## config.mk

```make
export PLATFORM = sky130hd
export DESIGN_NAME = mem_arbiter_flat
export DESIGN_NICKNAME = d
export VERILOG_FILES = /design/src/rtl/mem_arbiter_if.sv /design/src/rtl/mem_arbiter.sv /design/src/flat_wrapper.sv
export SDC_FILE = /design/constraint.sdc
export NUM_CORES = 1
export LEC_CHECK = 0
export CAP_MARGIN = 20
export CORE_AREA = 2 2 275 277
export CTS_BUF_LIST = sky130_fd_sc_hd__clkbuf_4 sky130_fd_sc_hd__clkbuf_8
export CTS_CLUSTER_SIZE = 10
export DETAILED_ROUTE_END_ITERATION = 10
export DIE_AREA = 0 0 277 279
export PLACE_DENSITY = 0.3
export SLEW_MARGIN = 20
export SYNTH_ARGS = -nofsm -noshare
export SYNTH_HDL_FRONTEND = slang
export SYNTH_SLANG_ARGS = --single-unit
```

## constraint.sdc

```tcl
create_clock -name clk -period 1.8 [get_ports clk]
set_input_delay 0.36 -clock clk [delete_from_list [all_inputs] [get_ports clk]]
set_output_delay 0.36 -clock clk [all_outputs]
set_load 0.005 [all_outputs]
```

## src/rtl/mem_arbiter_if.sv

```systemverilog
// Cache-side request/response bundle and physical-memory bundle around mem_arbiter.
// slave is the arbiter's view; master is the surrounding caches/memory.
interface mem_arbiter_if #(
  parameter int ADDR_W = 16,
  parameter int LINE_W = 128
);
  logic              i_pmem_read;
  logic [ADDR_W-1:0] i_pmem_address;
  logic              i_pmem_resp;
  logic [LINE_W-1:0] i_pmem_rdata;
  logic              d_pmem_read;
  logic              d_pmem_write;
  logic [ADDR_W-1:0] d_pmem_address;
  logic [LINE_W-1:0] d_pmem_wdata;
  logic              d_pmem_resp;
  logic [LINE_W-1:0] d_pmem_rdata;
  logic              pmem_read;
  logic              pmem_write;
  logic [ADDR_W-1:0] pmem_address;
  logic [LINE_W-1:0] pmem_wdata;
  logic              pmem_resp;
  logic [LINE_W-1:0] pmem_rdata;
  logic              busy;

  modport slave (
    input  i_pmem_read, i_pmem_address,
    input  d_pmem_read, d_pmem_write, d_pmem_address, d_pmem_wdata,
    input  pmem_resp, pmem_rdata,
    output i_pmem_resp, i_pmem_rdata, d_pmem_resp, d_pmem_rdata,
    output pmem_read, pmem_write, pmem_address, pmem_wdata, busy
  );

  modport master (
    output i_pmem_read, i_pmem_address,
    output d_pmem_read, d_pmem_write, d_pmem_address, d_pmem_wdata,
    output pmem_resp, pmem_rdata,
    input  i_pmem_resp, i_pmem_rdata, d_pmem_resp, d_pmem_rdata,
    input  pmem_read, pmem_write, pmem_address, pmem_wdata, busy
  );
endinterface

```

## src/rtl/mem_arbiter.sv

```systemverilog
// Shares one memory port between I-cache and D-cache; D wins by default, aging forces I after AGE_LIMIT D grants.
// Grant one cycle after the request is seen in IDLE; ARB_PERF_CNT_EN adds grant/conflict counters.
module mem_arbiter #(
  parameter int ADDR_W    = 16,
  parameter int LINE_W    = 128,
  parameter int AGE_LIMIT = 4
) (
  input  logic         clk,
  input  logic         reset,
  mem_arbiter_if.slave bus
`ifdef ARB_PERF_CNT_EN
  ,
  output logic [31:0]  perf_i_grants,
  output logic [31:0]  perf_d_grants,
  output logic [31:0]  perf_conflict_cycles
`endif
);
  typedef enum logic [1:0] {IDLE, GRANT_I, GRANT_D, RELEASE} state_e;

  localparam logic [3:0] AGE_LIM = 4'(AGE_LIMIT);

  state_e            state_q, state_d;
  logic [3:0]        age_q, age_d;
  logic              d_req;
  logic              i_win;
  logic              rd, wr, i_resp, d_resp;
  logic [ADDR_W-1:0] addr;
  logic [LINE_W-1:0] wdata;

  assign d_req = bus.d_pmem_read | bus.d_pmem_write;
  assign i_win = bus.i_pmem_read & (~d_req | (age_q >= AGE_LIM));

  always_ff @(posedge clk or posedge reset) begin
    if (reset) begin
      state_q <= IDLE;
      age_q   <= '0;
    end else begin
      state_q <= state_d;
      age_q   <= age_d;
    end
  end

  // Memory-side outputs depend only on the registered state, never on IDLE-time requests.
  always_comb begin
    state_d = state_q;
    age_d   = age_q;
    rd      = 1'b0;
    wr      = 1'b0;
    i_resp  = 1'b0;
    d_resp  = 1'b0;
    addr    = '0;
    wdata   = '0;
    case (state_q)
      IDLE: begin
        if (i_win) begin
          state_d = GRANT_I;
          age_d   = '0;
        end else if (d_req) begin
          state_d = GRANT_D;
          if (bus.i_pmem_read && (age_q != 4'hF)) age_d = age_q + 4'd1;
        end
      end
      GRANT_I: begin
        rd     = bus.i_pmem_read;
        addr   = bus.i_pmem_address;
        i_resp = bus.pmem_resp;
        if (bus.pmem_resp) state_d = RELEASE;
      end
      GRANT_D: begin
        rd     = bus.d_pmem_read & ~bus.d_pmem_write;
        wr     = bus.d_pmem_write;
        addr   = bus.d_pmem_address;
        wdata  = bus.d_pmem_wdata;
        d_resp = bus.pmem_resp;
        if (bus.pmem_resp) state_d = RELEASE;
      end
      RELEASE: state_d = IDLE;
      default: state_d = IDLE;
    endcase
  end

  assign bus.pmem_read    = rd;
  assign bus.pmem_write   = wr;
  assign bus.pmem_address = addr;
  assign bus.pmem_wdata   = wdata;
  assign bus.i_pmem_resp  = i_resp;
  assign bus.d_pmem_resp  = d_resp;
  assign bus.i_pmem_rdata = bus.pmem_rdata;
  assign bus.d_pmem_rdata = bus.pmem_rdata;
  assign bus.busy         = (state_q != IDLE);

`ifdef ARB_PERF_CNT_EN
  logic [31:0] perf_i_q, perf_d_q, perf_c_q;
  logic        owner_d_q;
  logic        conflict;

  // In RELEASE the non-owner is whoever did not hold the grant that just finished.
  always_comb begin
    conflict = 1'b0;
    case (state_q)
      GRANT_I: conflict = d_req;
      GRANT_D: conflict = bus.i_pmem_read;
      RELEASE: conflict = owner_d_q ? bus.i_pmem_read : d_req;
      default: conflict = 1'b0;
    endcase
  end

  always_ff @(posedge clk or posedge reset) begin
    if (reset) begin
      perf_i_q  <= '0;
      perf_d_q  <= '0;
      perf_c_q  <= '0;
      owner_d_q <= 1'b0;
    end else begin
      if ((state_q == IDLE) && (state_d == GRANT_I)) begin
        perf_i_q  <= perf_i_q + 32'd1;
        owner_d_q <= 1'b0;
      end
      if ((state_q == IDLE) && (state_d == GRANT_D)) begin
        perf_d_q  <= perf_d_q + 32'd1;
        owner_d_q <= 1'b1;
      end
      if (conflict) perf_c_q <= perf_c_q + 32'd1;
    end
  end

  assign perf_i_grants        = perf_i_q;
  assign perf_d_grants        = perf_d_q;
  assign perf_conflict_cycles = perf_c_q;
`endif
endmodule

```

## src/flat_wrapper.sv

```systemverilog
// flat-port wrapper written by rule: the top's interface ports become plain ports
module mem_arbiter_flat 
#(
  parameter int ADDR_W    = 16,
  parameter int LINE_W    = 128,
  parameter int AGE_LIMIT = 4
)
  (clk, reset, bus_i_pmem_read, bus_i_pmem_address, bus_d_pmem_read, bus_d_pmem_write, bus_d_pmem_address, bus_d_pmem_wdata, bus_pmem_resp, bus_pmem_rdata, bus_i_pmem_resp, bus_i_pmem_rdata, bus_d_pmem_resp, bus_d_pmem_rdata, bus_pmem_read, bus_pmem_write, bus_pmem_address, bus_pmem_wdata, bus_busy);
  mem_arbiter_if #(.ADDR_W(ADDR_W), .LINE_W(LINE_W)) bus_i ();
  input  logic clk;
  input  logic reset;
  input wire logic [$bits(bus_i.i_pmem_read)-1:0] bus_i_pmem_read;
  input wire logic [$bits(bus_i.i_pmem_address)-1:0] bus_i_pmem_address;
  input wire logic [$bits(bus_i.d_pmem_read)-1:0] bus_d_pmem_read;
  input wire logic [$bits(bus_i.d_pmem_write)-1:0] bus_d_pmem_write;
  input wire logic [$bits(bus_i.d_pmem_address)-1:0] bus_d_pmem_address;
  input wire logic [$bits(bus_i.d_pmem_wdata)-1:0] bus_d_pmem_wdata;
  input wire logic [$bits(bus_i.pmem_resp)-1:0] bus_pmem_resp;
  input wire logic [$bits(bus_i.pmem_rdata)-1:0] bus_pmem_rdata;
  output wire logic [$bits(bus_i.i_pmem_resp)-1:0] bus_i_pmem_resp;
  output wire logic [$bits(bus_i.i_pmem_rdata)-1:0] bus_i_pmem_rdata;
  output wire logic [$bits(bus_i.d_pmem_resp)-1:0] bus_d_pmem_resp;
  output wire logic [$bits(bus_i.d_pmem_rdata)-1:0] bus_d_pmem_rdata;
  output wire logic [$bits(bus_i.pmem_read)-1:0] bus_pmem_read;
  output wire logic [$bits(bus_i.pmem_write)-1:0] bus_pmem_write;
  output wire logic [$bits(bus_i.pmem_address)-1:0] bus_pmem_address;
  output wire logic [$bits(bus_i.pmem_wdata)-1:0] bus_pmem_wdata;
  output wire logic [$bits(bus_i.busy)-1:0] bus_busy;
  assign bus_i.i_pmem_read = bus_i_pmem_read;
  assign bus_i.i_pmem_address = bus_i_pmem_address;
  assign bus_i.d_pmem_read = bus_d_pmem_read;
  assign bus_i.d_pmem_write = bus_d_pmem_write;
  assign bus_i.d_pmem_address = bus_d_pmem_address;
  assign bus_i.d_pmem_wdata = bus_d_pmem_wdata;
  assign bus_i.pmem_resp = bus_pmem_resp;
  assign bus_i.pmem_rdata = bus_pmem_rdata;
  assign bus_i_pmem_resp = bus_i.i_pmem_resp;
  assign bus_i_pmem_rdata = bus_i.i_pmem_rdata;
  assign bus_d_pmem_resp = bus_i.d_pmem_resp;
  assign bus_d_pmem_rdata = bus_i.d_pmem_rdata;
  assign bus_pmem_read = bus_i.pmem_read;
  assign bus_pmem_write = bus_i.pmem_write;
  assign bus_pmem_address = bus_i.pmem_address;
  assign bus_pmem_wdata = bus_i.pmem_wdata;
  assign bus_busy = bus_i.busy;
  mem_arbiter #(.ADDR_W(ADDR_W), .LINE_W(LINE_W), .AGE_LIMIT(AGE_LIMIT)) u_core (.clk(clk), .reset(reset), .bus(bus_i));
endmodule
```

cell_density.png
Scale: 1.5 px per micron. The die is cut into 28 by 28 equal tiles; white is low, dark blue is high, 0 to 100% covered.
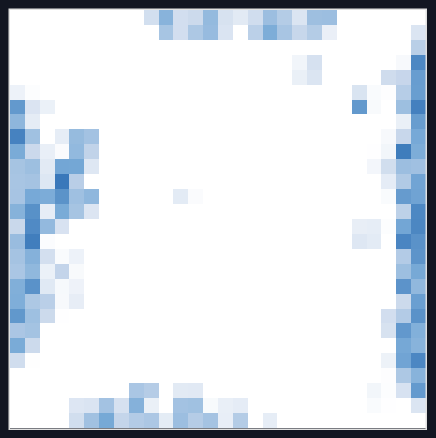
nearly empty tiles	74%
fullest tile	71%
densest ninth of the die	west
mean over tiles	8.1%
emptiest ninth of the die	center
Core ar.: 74100 sq um
Util after Layout: 10.0%
FP Util: 4.59%

clk_routes.png
Scale: 1.5 px per micron.
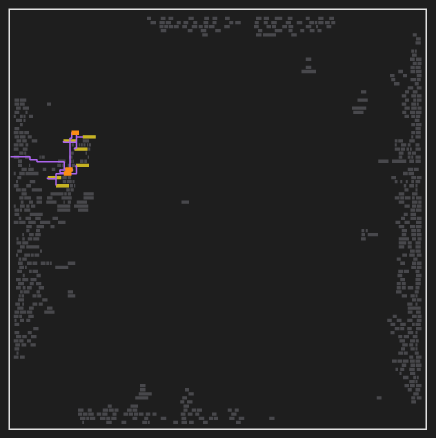
[clock wires] purple | length: 145 microns
[clock drivers] orange | count: 3
[flip-flops] yellow | count: 6
routed clock nets	4

layer_met3.png
Scale: 1.5 px per micron. Cells faint in the background.
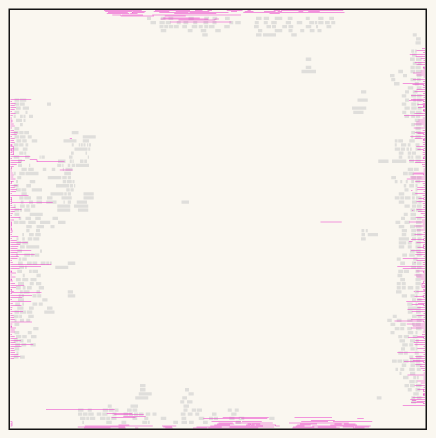
wire length on this layer	2950 microns
nets with wire on the layer	338
main direction	horizontal
share of all routed wire	15%

==> flow_metrics.env <==
# source this file to load flow results
export IMPL_nFillCells=8602
export IMPL_hold_class="in -> async"
export IMPL_comb_share_pct=22.3
export IMPL_synth_area_sq_um=3400
export IMPL_finish_instance_area_sq_um=7440
export IMPL_mostFrequentLayoutCells="clkdlybuf4s50_1, buf_6, and2_4, buf_2, clkbuf_2"
export IMPL_power_frac_seq_pct=2.4
export IMPL_final_common_cell="clkdlybuf4s50_1"
export IMPL_period_used_pct=117
export IMPL_place_congestion=0.701
export IMPL_required_ns=1.44
export IMPL_relSlewSlack_pct=79.6
export IMPL_tapcell_inserted=969
export IMPL_largest_cell_class="buffers"
export IMPL_ys_cells=478
export IMPL_hold_slack_ns=0.381
export IMPL_path_class="reg -> out"
export IMPL_synth_cellmix_adderShare_pct=1.47
export IMPL_post_place_cells=1512
export IMPL_use_met3_pct=2.72
export IMPL_m1WireLength_mm=6.84
export IMPL_wl_per_cell_microns=12.1
export IMPL_synthSimpleGateAreaFrac_pct=29.5
export IMPL_pwr_share_clk_pct=2.1
export IMPL_clk_path_buf_depth=2
export IMPL_arrival_ns=1.74
export IMPL_setup_ws_ns=-0.299
export IMPL_syn_avg_cell_area_sq_um=7.11
export IMPL_met3_length_mm=2.95
export IMPL_fmax_ghz=0.476
export IMPL_clock_skew_ns=0.000976
export IMPL_aoi_share_pct=5.23
export IMPL_cts_root_buf="clkbuf_8"
export IMPL_ys_seq_share_pct=4.42
export IMPL_p_leak_nw=2.99
export IMPL_yosysTopAreaCellShare_pct=56.6
export IMPL_die_x_microns=277
export IMPL_finalPower_mw=9.80
export IMPL_bufAreaShareNonClock_pct=58.6
export IMPL_flop_area_sq_um=151
export IMPL_syn_inst=478
export IMPL_ys_types=21
export IMPL_yosysWarnings=0
export IMPL_via_per_inst=2.21
export IMPL_status="finished, violations left"
export IMPL_grt_pass1_wl_mm=22.9
export IMPL_chip_area_sq_um=77300
export IMPL_dr_pass1_iters=4
export IMPL_placed_cell_area_sq_um=6030
export IMPL_ant_nets=0
export IMPL_num_nonclk_inverters=5
export IMPL_period_minus_slack_ns=2.10
export IMPL_h_tree_depth=1
export IMPL_warnings=30
export IMPL_finalSetupViolations=143
export IMPL_busiest_layer="met2"
export IMPL_yosys_area_sq_um=3400
export IMPL_pwr_share_comb_pct=95.6
export IMPL_comb_area_sq_um=1660
export IMPL_clock_area_share_pct=0.555
export IMPL_switchingPower_mw=3.36
export IMPL_pin_count=699
export IMPL_ys_flops=6
export IMPL_dr_first_iter_drc_count=76
export IMPL_mux_share_pct=0
export IMPL_grtUsageTotal_pct=3.92
export IMPL_dp_hpwl_mm=12.8
export IMPL_violations="negative setup slack"
export IMPL_route_met2_wl_mm=8.47
export IMPL_internal_power_mw=6.44
export IMPL_synth_area_top_cells="buf_4, and2_1, dfrtp_1"
export IMPL_die_h_microns=279
export IMPL_finalSetupTns_ns=-21.55
export IMPL_ctsHoldBuffers=0
export IMPL_fin_nets=911
export IMPL_clk_latency_ns=0.22
export IMPL_drc=0
export IMPL_post_cts_setup_buffers=10
export IMPL_xor_area_share_pct=0
layer_met1.png
Scale: 1 px per micron. Supply wires on this layer in gray.
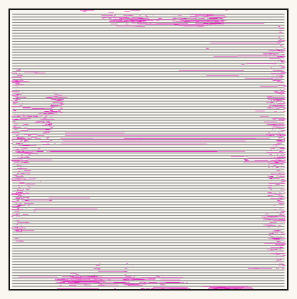
longest straight run	199 microns
main direction	horizontal
wire length on this layer	6840 microns
met1 usage: 4.06%
final wirelength: 19.2 mm
vias: 3493

clocks.png
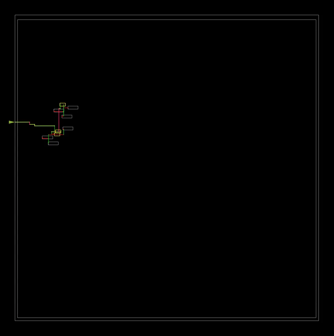
Num CTS Buffers: 3
Clock Buffer Count: 3
CTS Sinks: 6
flop count: 6

-- critical path: stages, from the launching register on --
cell and delay (ns):
dfrtp_2 0.42, ha_4 0.23, buf_12 0.16, buf_12 0.13
buf_6 0.11, buf_6 0.11, buf_6 0.10, and2_4 0.12
buf_6 0.10
-- path summary, 6_finish.rpt --
path,startpoint,endpoint,slack (ns),cells after the start
max in group asynchronous,reset,u_core.state_q[1],1.19,2
min in group clk,u_core.age_q[1],u_core.age_q[1],0.48,2
hold reg to reg,u_core.age_q[1],u_core.age_q[1],0.48,2
hold / removal,reset,u_core.state_q[0],0.38,2
setup / recovery,u_core.state_q[1],bus_pmem_wdata[37],-0.30,8
setup reg to reg,u_core.state_q[1],u_core.state_q[0],0.21,6
-- cell usage after synthesis --
| library cell | n |
|---|---|
| and3_1 | 1 |
| nand4_1 | 1 |
| nand2_1 | 6 |
| a21oi_1 | 2 |
| or2_4 | 1 |
| and2_2 | 1 |
| o21ai_0 | 4 |
| a21boi_0 | 1 |
| and2_1 | 132 |
| nand3_1 | 2 |
| nor2_1 | 2 |
| dfrtp_1 | 6 |
| buf_2 | 4 |
| ha_1 | 4 |
| buf_4 | 256 |
| nor4b_1 | 1 |
| clkbuf_1 | 15 |
| o32a_1 | 2 |
| nor2b_1 | 16 |
| inv_1 | 5 |
| a22oi_1 | 16 |
-- power groups by stage --
stage / combinational, mW / clock, mW / sequential (mW)
2_1_floorplan: 2.23 / 0 / 0.217
3_3_place_gp: 5.49 / 0 / 0.229
3_5_place_dp: 5.39 / 0 / 0.228
4_1_cts: 6.54 / 0.209 / 0.228
5_1_grt: 10.1 / 0.219 / 0.239
6_report: 9.37 / 0.203 / 0.232
-- state kept, by name (all words and copies together) (netlist names) --
name,count
u_core.age_q,4
u_core.state_q,2
Power is estimated from default activity; no workload was simulated.
